==> config.mk <==
export PLATFORM = sky130hd
export DESIGN_NAME = mem1_stage
export DESIGN_NICKNAME = d
export VERILOG_FILES = /design/src/rtl/mem1_stage_pkg.sv /design/src/rtl/mem1_stage_load_align.sv /design/src/rtl/mem1_stage.sv
export SDC_FILE = /design/constraint.sdc
export NUM_CORES = 1
export LEC_CHECK = 0
export ABC_CLOCK_PERIOD_IN_PS = 2730
export CAP_MARGIN = 20
export CORE_AREA = 2 2 193 195
export CTS_CLUSTER_DIAMETER = 100
export DETAILED_ROUTE_END_ITERATION = 6
export DIE_AREA = 0 0 195 197
export PLACE_DENSITY = 0.83
export SLEW_MARGIN = 20
export SYNTH_ARGS = -nofsm -noshare
export SYNTH_HDL_FRONTEND = slang
export SYNTH_SLANG_ARGS = --single-unit
export TNS_END_PERCENT = 20
==> constraint.sdc <==
create_clock -name clk -period 2.73 [get_ports clk]
set_clock_uncertainty 0.05 [all_clocks]
set_input_delay 0.273 -clock clk [delete_from_list [all_inputs] [get_ports clk]]
set_output_delay 0.273 -clock clk [all_outputs]
set_load 0.05 [all_outputs]
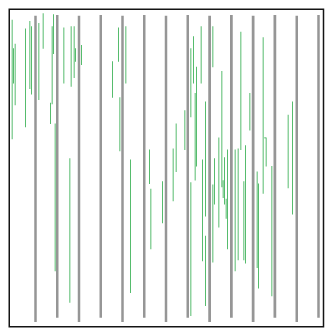
**Above:** run 1 (met4 routing).
Supply wires on this layer in gray.
The wires run mostly vertical. The layer carries 2740 um of wire. 50 nets have wire on it. The longest straight run is 97.2 um. The layer holds 4.3% of the routed length.
DR vias: 14900
Total Wirelength: 63500 um

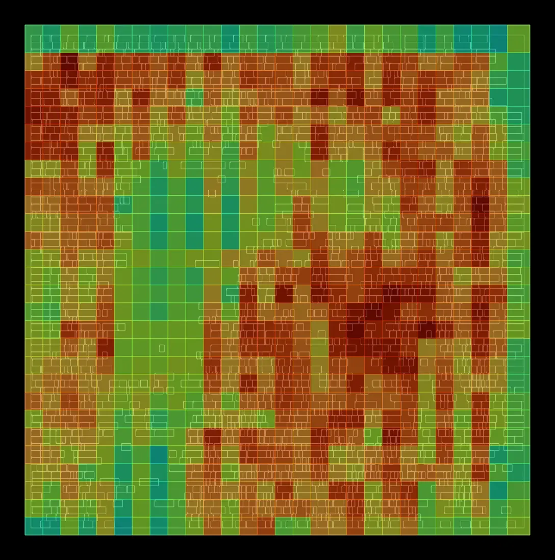
**Above:** run 1 (routing congestion).
GRT met3 Usage: 0.0565
met2 Resource Use GR: 0.563

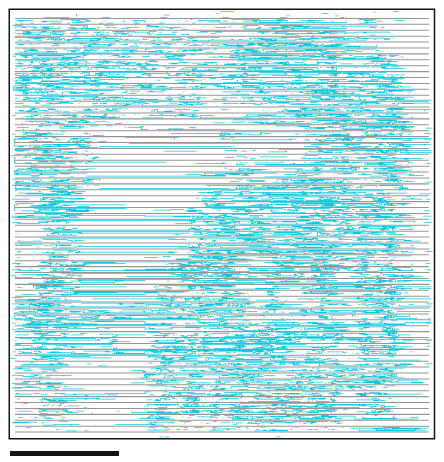
**Above:** run 1 (signal wires on met1).
Scale bar: 50 um. Supply wires on this layer in gray.
2206 nets have wire on it. The longest straight run is 83.7 um. The wires run mostly horizontal.
M1 GR Usage: 0.369

==> job_summary.md, run 1 <==
## Synthesis and layout report

| Metric | Value |
|---|---|
| Run status | finished with violations |
| Violated checks | negative setup slack |
| Placed wire-length estimate after detailed placement | 48900 um |
| Largest delay contributor family on the critical path | simple AND/OR/NAND/NOR gates |
| Global routing usage summed across all routing layers | 0.314 |
| FP Core Util | 0.393 |
| Instance area at placement | 21100 sq um |
| Global-route wire length before repair | 92600 um |
| Max Used Layer | met4 |
| Async set or reset register ratio after synthesis | 0 |
| Antenna violations before repair | 1 |
| Clock share of power | 0.366 |
| Max-slew violation count | 0 |
| Critical Path Fanout Max | 22 |
| CTS sink count | 245 |
| Static leakage | 8.67 nW |
| Reg power frac | 0.349 |
| Number of nets produced by synthesis | 2032 |
| Post CTS Setup Buffer Count | 5 |
| Setup slack of the worst register-to-register path | 870 ps |
| Cell count of the worst reg-to-reg path | 5 |
| Chip area | 38400 sq um |
| Die boundary height | 197 um |
| Sum of met3 wire segment lengths after detailed routing | 4450 um |
| Post-Layout Cell Count | 2664 |
| Area occupied by multi-input gates | 8370 sq um |
| Worst min-delay path class | in -> reg |
| Maximum clock frequency | 270 MHz |
| Max reg flops | 96 |
| Largest net degree at the start of global routing | 101 |
| Largest incremental delay on the critical path | 560 ps |
| Cell kind with the greatest summed area | combinational gates |
| Reported clock group power | 3.89 mW |
| Total design power | 10.6 mW |
| Post-synth seq share | 0.344 |
| Number of stages on the worst setup path | 10 |
| Number of gates resized after cts | 89 |
| Cell taking the most area after synthesis | sky130_fd_sc_hd__dfxtp_1 |
| Worst Tran Pin Value | 709 ps |
| Main flop type after synthesis | sky130_fd_sc_hd__dfxtp_1 |
| Worst vdd ir | 0.516 mV |
| Cell with the most instances on the worst path | sky130_fd_sc_hd__buf_12 |
| CP startpoint kind | flip-flop |
| Clock buffer depth | 3 |
| Total setup violations reported at the end of the flow | 128 |
| Fraction of area in non-clock buffers | 0.344 |
| Mapped Avg Cell Area | 8.01 sq um |
| Count of TritonRoute iterations in the first routing pass | 5 |
| Largest Pwr Group | the clock network |
| Smallest setup slack after layout | -979 ps |
| Max-capacitance violation count | 0 |
| Most common cell after layout, fill and taps aside | sky130_fd_sc_hd__clkdlybuf4s50_1 |
| Netlist Area Pre-Place | 14200 sq um |
| Critical path buffers and inverters | 3 |
| Number of logic inverters in the finished layout | 8 |
| Warning count from the yosys run | 0 |
| Remaining number of nets flagged by the antenna check after routing | 0 |
| Vias/cell | 5.59 |
| Critical Path Sink Type | primary output |
| Detailed route wirelength on metal2 | 31800 um |
| Standard-cell row count | 70 |
==> inputs of run 2 (changes only) <==
--- a/config.mk
+++ b/config.mk
@@ -7,11 +7,11 @@
 export LEC_CHECK = 0
 export ABC_CLOCK_PERIOD_IN_PS = 2730
 export CAP_MARGIN = 20
-export CORE_AREA = 2 2 193 195
+export CORE_AREA = 2 2 264 136
 export CTS_CLUSTER_DIAMETER = 100
 export DETAILED_ROUTE_END_ITERATION = 6
-export DIE_AREA = 0 0 195 197
-export PLACE_DENSITY = 0.83
+export DIE_AREA = 0 0 266 138
+export PLACE_DENSITY = 0.86
 export SLEW_MARGIN = 20
 export SYNTH_ARGS = -nofsm -noshare
 export SYNTH_HDL_FRONTEND = slang
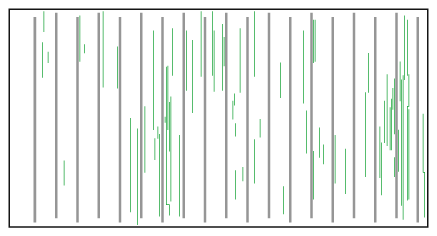
**Above:** run 2 (met4 routing).
Supply wires on this layer in gray.
The wires run mostly vertical. 58 nets have wire on it. The layer carries 2360 um of wire. The longest straight run is 91.8 um.
DR vias: 15209
Total Wirelength: 65200 um

==> job_summary.md, run 2 <==
## Synthesis and layout report

| Metric | Value |
|---|---|
| Run status | finished with violations |
| Violated checks | negative setup slack |
| Synthesized netlist cell count | 1777 |
| Critical Path AT | 3440 ps |
| Power Dens Cells | 456 nW/um^2 |
| Count of TritonRoute iterations in the first routing pass | 5 (unchanged) |
| Clock root cell | sky130_fd_sc_hd__clkbuf_16 |
| Cell taking the most area after synthesis | sky130_fd_sc_hd__dfxtp_1 |
| Number of hold buffers added after cts | 0 |
| Number of logic inverters in the finished layout | 8 (unchanged) |
| Global routing usage summed across all routing layers | 0.341 (+0.0261) |
| Iteration-0 DRC Markers | 1810 |
| Largest Pwr Group | registers |
| Final sequential cell count | 245 |
| Instance area at placement | 21200 sq um (+0.17%) |
| Synthesis-to-finish area growth | 57.2% |
| Fill cell instance count of the final layout | 2695 |
| WHS | 170 ps |
| Yosys Instances | 1777 |
| Number of gates resized after cts | 54 (-39%) |
| Sum of met3 wire segment lengths after detailed routing | 6030 um (+35%) |
| FP Core Util | 0.409 (+0.0162) |
| Instance count after placement with tap cells included | 2599 |
| Adder-cell area share of the yosys netlist | 0 |
| Clock Buffer Count | 32 |
| Max-capacitance violation count | 0 (unchanged) |
| Clock tree from TritonCTS | yes |
| Reg power frac | 0.363 (+0.014) |
| Main combinational cell family by area after synthesis | simple AND/OR/NAND/NOR gates |
| Post CTS Setup Buffer Count | 4 (-1) |
| Static leakage | 8.63 nW (-0.45%) |
| Clock buffer depth | 3 (unchanged) |
| DRT met1 WL | 27800 um |
| Reported clock group power | 3.48 mW (-11%) |
| Total internal power | 6.99 mW |
| Largest net degree at the start of global routing | 95 (-5.9%) |
| Met2 Resource Use GR | 0.540 (-0.0237) |
| Share of cell area taken by multi-input logic gates | 0.364 |
| Area occupied by multi-input gates | 8150 sq um (-2.6%) |
| Most common cell in the netlist | sky130_fd_sc_hd__nor2_1 |
| Final standard cell utilization of the core | 0.643 |
| Most common cell after layout, fill and taps aside | sky130_fd_sc_hd__clkdlybuf4s50_1 |
| CP required | 2410 ps |
| Critical path buffers and inverters | 3 (unchanged) |
| Top logic cells by instance count in the layout | 357 x sky130_fd_sc_hd__clkdlybuf4s50_1, 259 x sky130_fd_sc_hd__nor2_1, 246 x sky130_fd_sc_hd__nand2_1, 241 x sky130_fd_sc_hd__dfxtp_1, 185 x sky130_fd_sc_hd__mux2i_1 |
| Ranking of synthesized cells by instance count | 262 x sky130_fd_sc_hd__nor2_1, 246 x sky130_fd_sc_hd__nand2_1, 245 x sky130_fd_sc_hd__dfxtp_1 |
| Remaining number of nets flagged by the antenna check after routing | 0 (unchanged) |
| Inserted tap cell count | 459 |
| GRT met3 Usage | 0.0686 (+0.0121) |
| Post-synthesis compound-gate area fraction | 0.174 |
| Warning count from the yosys run | 0 (unchanged) |
| Final cycle utilization of the critical path | 1.38 |
| Number of stages on the worst setup path | 10 (unchanged) |
| Detailed route wirelength on metal2 | 29000 um (-9.0%) |
| Antenna Cells | 1 |
| Worst min-delay path class | in -> reg |
| Placer congestion estimate | 1.01 |
| Post-synth seq share | 0.344 (unchanged) |
| Combinational Power | 3.03 mW |
| Clock network area share | 0.0357 |
| Maximum clock frequency | 266 MHz (-1.5%) |
| Total count of hold-check failures in the final report | 0 |
| Count of boundary I/O pins | 491 |
| Total clock buffers created by CTS | 24 |
| Total area of sequential cells | 4910 sq um |
| Worst-skew pair later-pin latency | 530 ps |
| CP startpoint kind | flip-flop |
| Chip area | 36700 sq um (-4.4%) |
| Vias/cell | 5.74 (+2.6%) |
| Smallest setup slack after layout | -1040 ps (-56.1 ps) |
| Dominant cells by area after synthesis | sky130_fd_sc_hd__dfxtp_1 34%, sky130_fd_sc_hd__mux2i_1 13%, sky130_fd_sc_hd__buf_4 9.1% |
| Largest delay contributor family on the critical path | simple AND/OR/NAND/NOR gates |
| Reg clk slew, reported paths | 70 ps |
| Combinational share of power | 0.296 |
| Cell count of the worst reg-to-reg path | 5 (unchanged) |
| Global-route wire length before repair | 95300 um (+2.9%) |
| Power dissipated in sequential cells | 3.71 mW |
| Hold Crit Depth | 3 |
| Net switching component of the power | 3.22 mW |
| Sw Ratio | 0.315 |
| M1 GR Usage | 0.469 (+0.100) |
| Fraction of area in non-clock buffers | 0.354 (+0.00950) |
| Total design power | 10.2 mW (-3.9%) |
| Most used routing layer | met2 |
| Post-detailed-route DRC marker count | 0 |
| Critical Path Fanout Max | 5 (-77%) |
| Post-synthesis mux area share | 0.154 |
| Share of cell area taken by flip-flops and latches | 0.219 |
| Worst Tran Pin Value | 767 ps (+57.7 ps) |
| Standard-cell row count | 49 (-30%) |
| Post-synthesis simple-gate area fraction | 0.196 |
| Setup slack of the worst register-to-register path | 920 ps (+50 ps) |
| Clock share of power | 0.341 (-0.025) |
| Share of post-route cells with drive strength above 1 | 0.220 |
| Setup TNS | -116040 ps |
| Max reg flops | 96 (unchanged) |
| Die boundary height | 138 um (-30%) |
| Cell kind with the greatest summed area | combinational gates |
| Slew HR | 0.489 |
| Post-synthesis register bit count | 245 |
| Final std cell area, no fill | 22400 sq um |
| # nets final | 2430 |
| Number of non-clock buffers in the layout | 679 |
| Count of different cell masters after synthesis | 62 |
| Quantity of I/O buffers inserted on ports | 486 |
| Antenna violations before repair | 0 (-1) |
| Async set or reset register ratio after synthesis | 0 (unchanged) |
| Number of enable-type register cells in the synthesized netlist | 0 |
| WS Path Type | reg -> out |
| Max Used Layer | met4 |
| Main flop type after synthesis | sky130_fd_sc_hd__dfxtp_1 |
| WL per Instance | 24.6 um |
| Cell breakdown of the critical path | or4_4 -> nand3_4 -> mux2i_1 -> mux4_2 -> o31ai_4 -> buf_6 -> a31o_4 -> clkbuf_16 -> o221a_4 -> buf_12 |
| Placed wire-length estimate after detailed placement | 50200 um (+2.8%) |
| Worst slack, placed | -561 ps |
| Post-Layout Cell Count | 2650 (-0.53%) |
| Yosys-reported design area after synthesis | 14200 sq um |
| Total setup violations reported at the end of the flow | 128 (unchanged) |
| Number of nets produced by synthesis | 2032 (unchanged) |
| Critical Path Sink Type | primary output |
| CTS sink count | 245 (unchanged) |
| Mapped Avg Cell Area | 8.01 sq um (unchanged) |
| Max-slew violation count | 0 (unchanged) |
| Worst vdd ir | 0.487 mV (-5.7%) |
| Netlist Area Pre-Place | 14200 sq um (unchanged) |
| Largest incremental delay on the critical path | 560 ps (about the same) |
| Area share of the leading cell type in the synthesized netlist | 0.344 |
| OpenROAD warning count | 33 |
| Fin crit period | 3770 ps |
No activity file was given, so power comes from the tool's default toggle rates.
